`config.mk`:
```
export PLATFORM = sky130hd
export DESIGN_NAME = atomrvcore_idu
export DESIGN_NICKNAME = d
export VERILOG_FILES = /design/src/rtl/atomrvcore_idu.sv
export SDC_FILE = /design/constraint.sdc
export NUM_CORES = 1
export LEC_CHECK = 0
export CORE_MARGIN = 1
export CORE_UTILIZATION = 52
export DETAILED_ROUTE_END_ITERATION = 7
export HOLD_SLACK_MARGIN = 0.08
export PLACE_DENSITY_LB_ADDON = 0.3
export SYNTH_ARGS = -nofsm -noshare
export SYNTH_HDL_FRONTEND = slang
export SYNTH_SLANG_ARGS = --single-unit
```
`constraint.sdc`:
```
create_clock -name clk_i -period 2.52 [get_ports clk_i]
set_clock_uncertainty 0.1 [all_clocks]
set_input_delay 0.504 -clock clk_i [delete_from_list [all_inputs] [get_ports clk_i]]
set_output_delay 0.504 -clock clk_i [all_outputs]
set_load 0.01 [all_outputs]
```
`src/rtl/atomrvcore_idu.sv`:
```
// RV32I decode stage: decodes fields, immediate and op class; result registered (1-cycle latency).
// Backpressure via a one-entry skid buffer; ready_o is registered (!skid valid) and flush_i drops everything.
module atomrvcore_idu #(
  parameter int DATAWIDTH = 32
) (
  input  logic                 clk_i,
  input  logic                 IDrst_i,
  input  logic [DATAWIDTH-1:0] PC_instr_i,
  input  logic [DATAWIDTH-1:0] instruction_i,
  input  logic                 valid_i,
  output logic                 ready_o,
  input  logic                 flush_i,
  input  logic                 ready_i,
  output logic                 valid_o,
  output logic [DATAWIDTH-1:0] PC_o,
  output logic [4:0]           rs1_o,
  output logic [4:0]           rs2_o,
  output logic [4:0]           rd_o,
  output logic [2:0]           funct3_o,
  output logic                 funct7b5_o,
  output logic [DATAWIDTH-1:0] imm_o,
  output logic [3:0]           opclass_o,
  output logic                 RegWE_o,
  output logic                 illegal_o,
  output logic [DATAWIDTH-1:0] decode_cnt_o
);

  localparam logic [3:0] OC_ILLEGAL = 4'd0,  OC_ALU_R = 4'd1, OC_ALU_I = 4'd2, OC_LOAD   = 4'd3,
                         OC_STORE   = 4'd4,  OC_BRANCH = 4'd5, OC_JAL  = 4'd6, OC_JALR   = 4'd7,
                         OC_LUI     = 4'd8,  OC_AUIPC = 4'd9, OC_FENCE = 4'd10, OC_SYSTEM = 4'd11;

  typedef struct packed {
    logic [DATAWIDTH-1:0] pc;
    logic [4:0]           rs1;
    logic [4:0]           rs2;
    logic [4:0]           rd;
    logic [2:0]           funct3;
    logic                 funct7b5;
    logic [DATAWIDTH-1:0] imm;
    logic [3:0]           opclass;
    logic                 regwe;
    logic                 illegal;
  } dec_t;

  dec_t                 dec_dat;
  dec_t                 out_q, out_d, skid_q, skid_d;
  logic                 out_vld_q, out_vld_d, skid_vld_q, skid_vld_d;
  logic [DATAWIDTH-1:0] cnt_q, cnt_d;
  logic                 accept;

  logic [31:0]        ins;
  logic [6:0]         opc, f7;
  logic [2:0]         f3;
  logic [3:0]         cls;
  logic               bad;
  logic signed [31:0] imm32;

  assign ins = instruction_i[31:0];
  assign opc = ins[6:0];
  assign f3  = ins[14:12];
  assign f7  = ins[31:25];

  always_comb begin
    cls   = OC_ILLEGAL;
    bad   = 1'b0;
    imm32 = '0;
    case (opc)
      7'h33: begin
        cls = OC_ALU_R;
        bad = !((f7 == 7'h00) || ((f7 == 7'h20) && ((f3 == 3'd0) || (f3 == 3'd5))));
      end
      7'h13: begin
        cls   = OC_ALU_I;
        imm32 = {{20{ins[31]}}, ins[31:20]};
        bad   = ((f3 == 3'd1) && (f7 != 7'h00)) ||
                ((f3 == 3'd5) && (f7 != 7'h00) && (f7 != 7'h20));
      end
      7'h03: begin
        cls   = OC_LOAD;
        imm32 = {{20{ins[31]}}, ins[31:20]};
        bad   = (f3 == 3'd3) || (f3 == 3'd6) || (f3 == 3'd7);
      end
      7'h23: begin
        cls   = OC_STORE;
        imm32 = {{20{ins[31]}}, ins[31:25], ins[11:7]};
        bad   = (f3 > 3'd2);
      end
      7'h63: begin
        cls   = OC_BRANCH;
        imm32 = {{20{ins[31]}}, ins[7], ins[30:25], ins[11:8], 1'b0};
        bad   = (f3 == 3'd2) || (f3 == 3'd3);
      end
      7'h6F: begin
        cls   = OC_JAL;
        imm32 = {{12{ins[31]}}, ins[19:12], ins[20], ins[30:21], 1'b0};
      end
      7'h67: begin
        cls   = OC_JALR;
        imm32 = {{20{ins[31]}}, ins[31:20]};
        bad   = (f3 != 3'd0);
      end
      7'h37: begin cls = OC_LUI;   imm32 = {ins[31:12], 12'b0}; end
      7'h17: begin cls = OC_AUIPC; imm32 = {ins[31:12], 12'b0}; end
      7'h0F: cls = OC_FENCE;
      7'h73: cls = OC_SYSTEM;
      default: bad = 1'b1;
    endcase
    if (ins[1:0] != 2'b11) bad = 1'b1;

    dec_dat          = '0;
    dec_dat.pc       = PC_instr_i;
    dec_dat.rs1      = ins[19:15];
    dec_dat.rs2      = ins[24:20];
    dec_dat.rd       = ins[11:7];
    dec_dat.funct3   = f3;
    dec_dat.funct7b5 = ins[30];
    dec_dat.illegal  = bad;
    if (!bad) begin
      dec_dat.opclass = cls;
      dec_dat.imm     = DATAWIDTH'(imm32);
      dec_dat.regwe   = (ins[11:7] != 5'd0) &&
                        ((cls == OC_ALU_R) || (cls == OC_ALU_I) || (cls == OC_LOAD) ||
                         (cls == OC_JAL) || (cls == OC_JALR) || (cls == OC_LUI) || (cls == OC_AUIPC));
    end
  end

  assign accept = valid_i && ready_o;

  always_comb begin
    out_d      = out_q;
    out_vld_d  = out_vld_q;
    skid_d     = skid_q;
    skid_vld_d = skid_vld_q;
    cnt_d      = cnt_q;
    if (flush_i) begin
      out_vld_d  = 1'b0;
      skid_vld_d = 1'b0;
    end else begin
      if (out_vld_q && ready_i && !out_q.illegal) cnt_d = cnt_q + DATAWIDTH'(1);
      if (skid_vld_q) begin
        if (ready_i) begin
          out_d      = skid_q;
          out_vld_d  = 1'b1;
          skid_vld_d = 1'b0;
        end
      end else if (!out_vld_q || ready_i) begin
        out_vld_d = accept;
        if (accept) out_d = dec_dat;
      end else if (accept) begin
        // Execute is stalled: park the new word so fetch sees ready_o drop next cycle.
        skid_d     = dec_dat;
        skid_vld_d = 1'b1;
      end
    end
  end

  always_ff @(posedge clk_i or negedge IDrst_i) begin
    if (!IDrst_i) begin
      out_q      <= '0;
      out_vld_q  <= 1'b0;
      skid_q     <= '0;
      skid_vld_q <= 1'b0;
      cnt_q      <= '0;
    end else begin
      out_q      <= out_d;
      out_vld_q  <= out_vld_d;
      skid_q     <= skid_d;
      skid_vld_q <= skid_vld_d;
      cnt_q      <= cnt_d;
    end
  end

  assign ready_o      = !skid_vld_q;
  assign valid_o      = out_vld_q;
  assign PC_o         = out_q.pc;
  assign rs1_o        = out_q.rs1;
  assign rs2_o        = out_q.rs2;
  assign rd_o         = out_q.rd;
  assign funct3_o     = out_q.funct3;
  assign funct7b5_o   = out_q.funct7b5;
  assign imm_o        = out_q.imm;
  assign opclass_o    = out_q.opclass;
  assign RegWE_o      = out_q.regwe;
  assign illegal_o    = out_q.illegal;
  assign decode_cnt_o = cnt_q;

endmodule
```
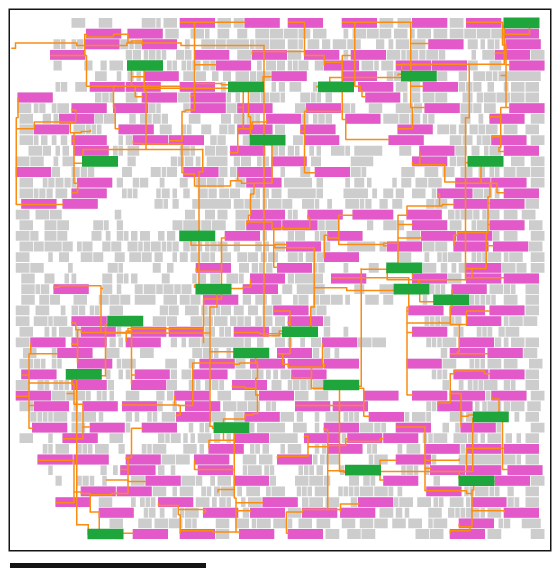
Fig. 1. Clock distribution (run 1).
The bar under the picture is 50 um long.
clock-net drivers -> green  # count 23
flip-flops -> magenta  # count 212
clock wires -> orange  # length 2660 um
flops lie = spread over the die

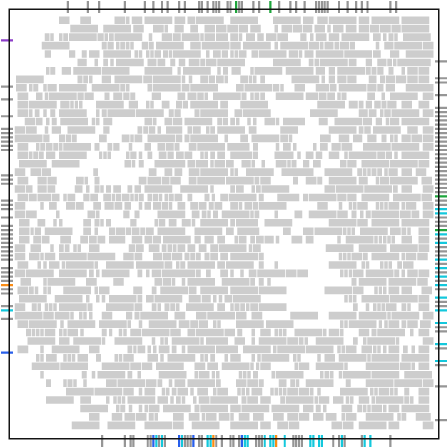
Fig. 2. Pin map (run 1).
Pins as bars across the die edge, other pins in grey.
PC_instr_i -> cyan  # pins 32, direction input, edge 18 south, 13 east, 1 west
opclass_o -> green  # pins 4, direction output, edge 2 north, 2 east
rs1_o -> blue  # pins 5, direction output, edge 4 south, 1 west
funct3_o -> orange  # pins 3, direction output, edge 2 south, 1 west
clk_i -> purple  # pins 1, direction input, edge west

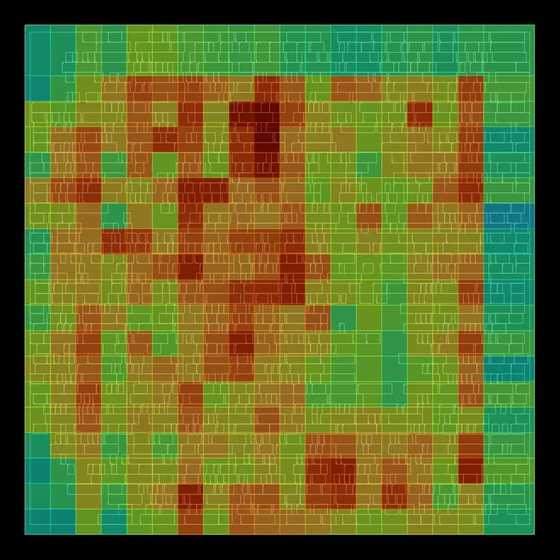
Fig. 3. Congestion heat map (run 1).
GR peak layer: met2
met3 Track Usage GR: 5.48%
utilization after layout: 73.1%

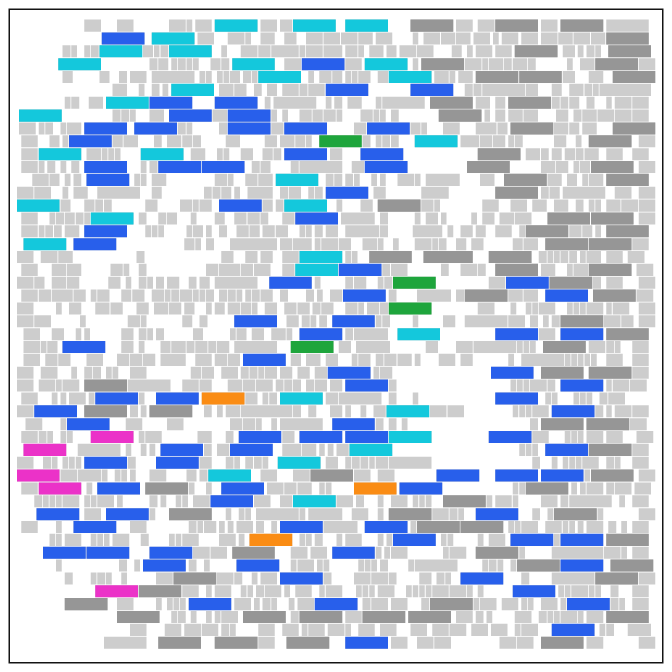
Fig. 4. Register map, names as in the netlist (run 1).
Other sequential cells in the stronger grey, the rest of the logic in the fainter grey.
funct3_o -> orange  # flops 3
imm_o -> cyan  # flops 32
skid_q -> blue  # flops 89, where spread over the die
rd_o -> magenta  # flops 5
opclass_o -> green  # flops 4, where centre
not coloured = 79
P_seq: 4130 uW
Reg area: 5310 um^2

==> flow_metrics.env, run 1 <==
# yosys + openroad results
export IMPL_nNonClkBuffers=288
export IMPL_cts_sinks=212
export IMPL_max_cap_violations=0
export IMPL_p_int_uw=6720
export IMPL_synth_distinct_cells=53
export IMPL_sh_seq_area_pct=40.3
export IMPL_firstDrtPassIters=4
export IMPL_postSynthSeqShare_pct=55.2
export IMPL_ys_sh_simple_pct=19.9
export IMPL_fmax_ghz=0.402
export IMPL_outcome="finished clean"
export IMPL_worstPathRequired_ps=2850
export IMPL_dp_cells=1471
export IMPL_slew_headroom_pct=68.3
export IMPL_top_layer="met4"
export IMPL_synth_area_leader_cell="dfrtp_1"
export IMPL_crit_chain="dlygate4sd2_1 > or4_4 > nor3_4 > a2111oi_4 > a221o_1 > buf_6 > or4_1 > a21oi_2"
export IMPL_setup_ws_ps=35.3
export IMPL_global_route_usage_met2_pct=45.7
export IMPL_ys_sh_xor_pct=2.92
export IMPL_yosysWarningCount=0
export IMPL_place_hpwl_um=17500
export IMPL_grt_pass1_vias=8151
export IMPL_ctsHoldBuffers=1
export IMPL_start_kind="input port"
export IMPL_worstPathArrival_ps=2820
export IMPL_met3WireLength_um=1680
export IMPL_hp_start="skid_q[51]$_DFFE_PN0P_"
export IMPL_grt_util_all_layers_pct=27.6
export IMPL_power_switching_uw=2390
export IMPL_hold_path_class="register to register"
export IMPL_diodes=0
export IMPL_reg2reg_slack_ps=430
export IMPL_end_kind="register"
export IMPL_wl_met2_um=12500
export IMPL_clkbuf_count=31
export IMPL_leakagePower_uw=0.00592
export IMPL_ys_chip_area_um2=9610
export IMPL_cts_root_buf="clkbuf_16"
export IMPL_clk_latency_ps=510
export IMPL_synthTopCellsByArea="dfrtp_1 (55%), nand2_1 (11%), mux2i_1 (5.4%)"
export IMPL_fa_ha_area_share_pct=0.130
export IMPL_synth_flops=212
export IMPL_cts_tree="built"
export IMPL_common_cells="nand2_1 (272), dfrtp_1 (212), a21oi_1 (79)"
export IMPL_path_depth=8
export IMPL_slew_violations=0
==> run 2: changes to the inputs <==
Settings changed: CAP_MARGIN from default to 0, CTS_CLUSTER_SIZE from default to 25.
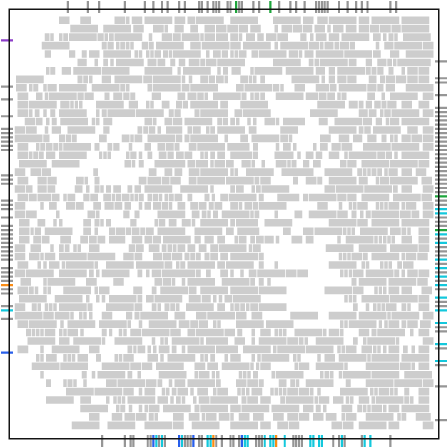
Fig. 5. Pin map (run 2).
Pins as bars across the die edge, other pins in grey.
funct3_o -> orange  # pins 3, direction output, edge 2 south, 1 west
opclass_o -> green  # pins 4, direction output, edge 2 north, 2 east
clk_i -> purple  # pins 1, direction input, edge west
PC_instr_i -> cyan  # pins 32, direction input, edge 18 south, 13 east, 1 west
rs1_o -> blue  # pins 5, direction output, edge 4 south, 1 west
all pins by edge = 61 east, 54 south, 40 north, 37 west
die height: 138 um
DIE WIDTH: 138 um
PortBufs: 191

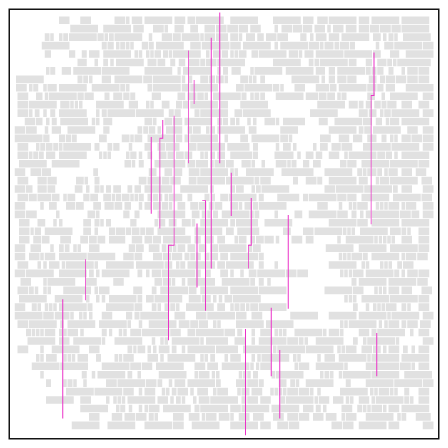
Fig. 6. M4 wires (run 2).
Cells faint in the background.
longest straight run = 74.1 um
nets with wire on the layer = 14
main direction = vertical
wire length on this layer = 621 um
DR vias: 8395
routed wire length: 26100 um

==> run 2 against run 1 <==
Against the previous run:
- setup slack stayed put
- flip-flop count stayed put
- core utilization stayed put
- highest routed layer unchanged
- worst hold slack stayed put
- critical path type unchanged
- final cell count stayed put
==> flow_metrics.env, run 2 <==
# yosys + openroad results
export IMPL_synthTopCellsByArea="dfrtp_1 (55%), nand2_1 (11%), mux2i_1 (5.4%)"
export IMPL_yosysWarningCount=0
export IMPL_synth_area_leader_cell="dfrtp_1"
export IMPL_ys_sh_xor_pct=2.92
export IMPL_clkbuf_count=31
export IMPL_crit_chain="dlygate4sd2_1 > or4_4 > nor3_4 > a2111oi_4 > a221o_1 > buf_6 > or4_1 > a21oi_2"
export IMPL_cts_sinks=212
export IMPL_dp_cells=1471
export IMPL_hp_start="skid_q[51]$_DFFE_PN0P_"
export IMPL_busiest_layer="met2"
export IMPL_grt_util_all_layers_pct=27.6
export IMPL_wl_met2_um=12500
export IMPL_fin_util_pct=73.1
export IMPL_grt_use_met3_pct=5.48
export IMPL_nNonClkBuffers=288
export IMPL_p_int_uw=6720
export IMPL_worstPathRequired_ps=2850
export IMPL_common_cells="nand2_1 (272), dfrtp_1 (212), a21oi_1 (79)"
export IMPL_start_kind="input port"
export IMPL_cts_root_buf="clkbuf_16"
export IMPL_slew_headroom_pct=68.3
export IMPL_path_depth=8
export IMPL_hold_path_class="register to register"
export IMPL_slew_violations=0
export IMPL_top_layer="met4"
export IMPL_sh_seq_area_pct=40.3
export IMPL_seq_power_uw=4130
export IMPL_synth_flops=212
export IMPL_leakagePower_uw=0.00592
export IMPL_outcome="finished clean"
export IMPL_fmax_ghz=0.402
export IMPL_setup_ws_ps=35.3
export IMPL_grt_pass1_vias=8151
export IMPL_postSynthSeqShare_pct=55.2
export IMPL_worstPathArrival_ps=2820
export IMPL_cts_tree="built"
export IMPL_global_route_usage_met2_pct=45.7
==> run 3: changes to the inputs <==
Settings changed: SKIP_CTS_REPAIR_TIMING from default to 1.
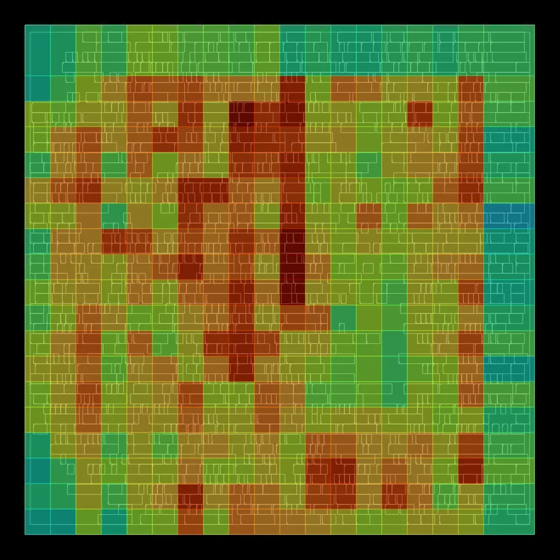
Fig. 7. Congestion heat map (run 3).
WL per Instance: 17.3 um
M1 GR Usage: 36.9%

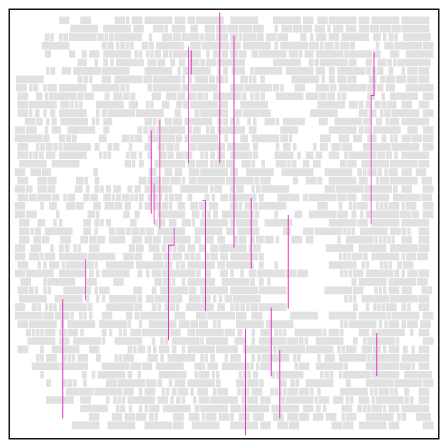
Fig. 8. M4 wires (run 3).
Cells faint in the background.
wire length on this layer = 560 um
main direction = vertical
share of all routed wire = 2.1%
routed wire length: 26200 um
DR vias: 8410

==> run 3 against run 2 <==
Against the previous run:
- largest cell class unchanged
- clock power barely moved
- critical path type unchanged
- area after synthesis unchanged
- critical path depth is the same
==> flow_metrics.env, run 3 <==
# yosys + openroad results
export IMPL_hp_start="instruction_i[31]"
export IMPL_grt_use_met3_pct=5.34
export IMPL_p_int_uw=6720
export IMPL_postSynthSeqShare_pct=55.2
export IMPL_common_cells="nand2_1 (272), dfrtp_1 (212), a21oi_1 (79)"
export IMPL_worstPathRequired_ps=2850
export IMPL_crit_chain="clkdlybuf4s50_1 > xor2_1 > o21ai_0 > a2111oi_4 > a221o_1 > buf_6 > or4_1 > a21oi_2"
export IMPL_busiest_layer="met2"
export IMPL_start_kind="input port"
export IMPL_cts_tree="built"
export IMPL_power_switching_uw=2390
export IMPL_yosysWarningCount=0
export IMPL_cts_sinks=212
export IMPL_worstPathArrival_ps=2840
export IMPL_seq_power_uw=4130
export IMPL_path_depth=8
export IMPL_synth_area_leader_cell="dfrtp_1"
export IMPL_die_x_um=138
export IMPL_nNonClkBuffers=288
export IMPL_ys_sh_xor_pct=2.92
export IMPL_outcome="finished clean"
export IMPL_sh_seq_area_pct=40.1
export IMPL_grt_pass1_vias=8095
export IMPL_pre_cts_slack_ps=-642
export IMPL_slew_headroom_pct=67.6
export IMPL_hold_path_class="input port to register"
export IMPL_port_buffers=191
export IMPL_setup_ws_ps=7.91
export IMPL_synth_flops=212
export IMPL_grt_util_all_layers_pct=27.5
export IMPL_global_route_usage_met2_pct=45.4
Power and IR drop assume default switching activity.
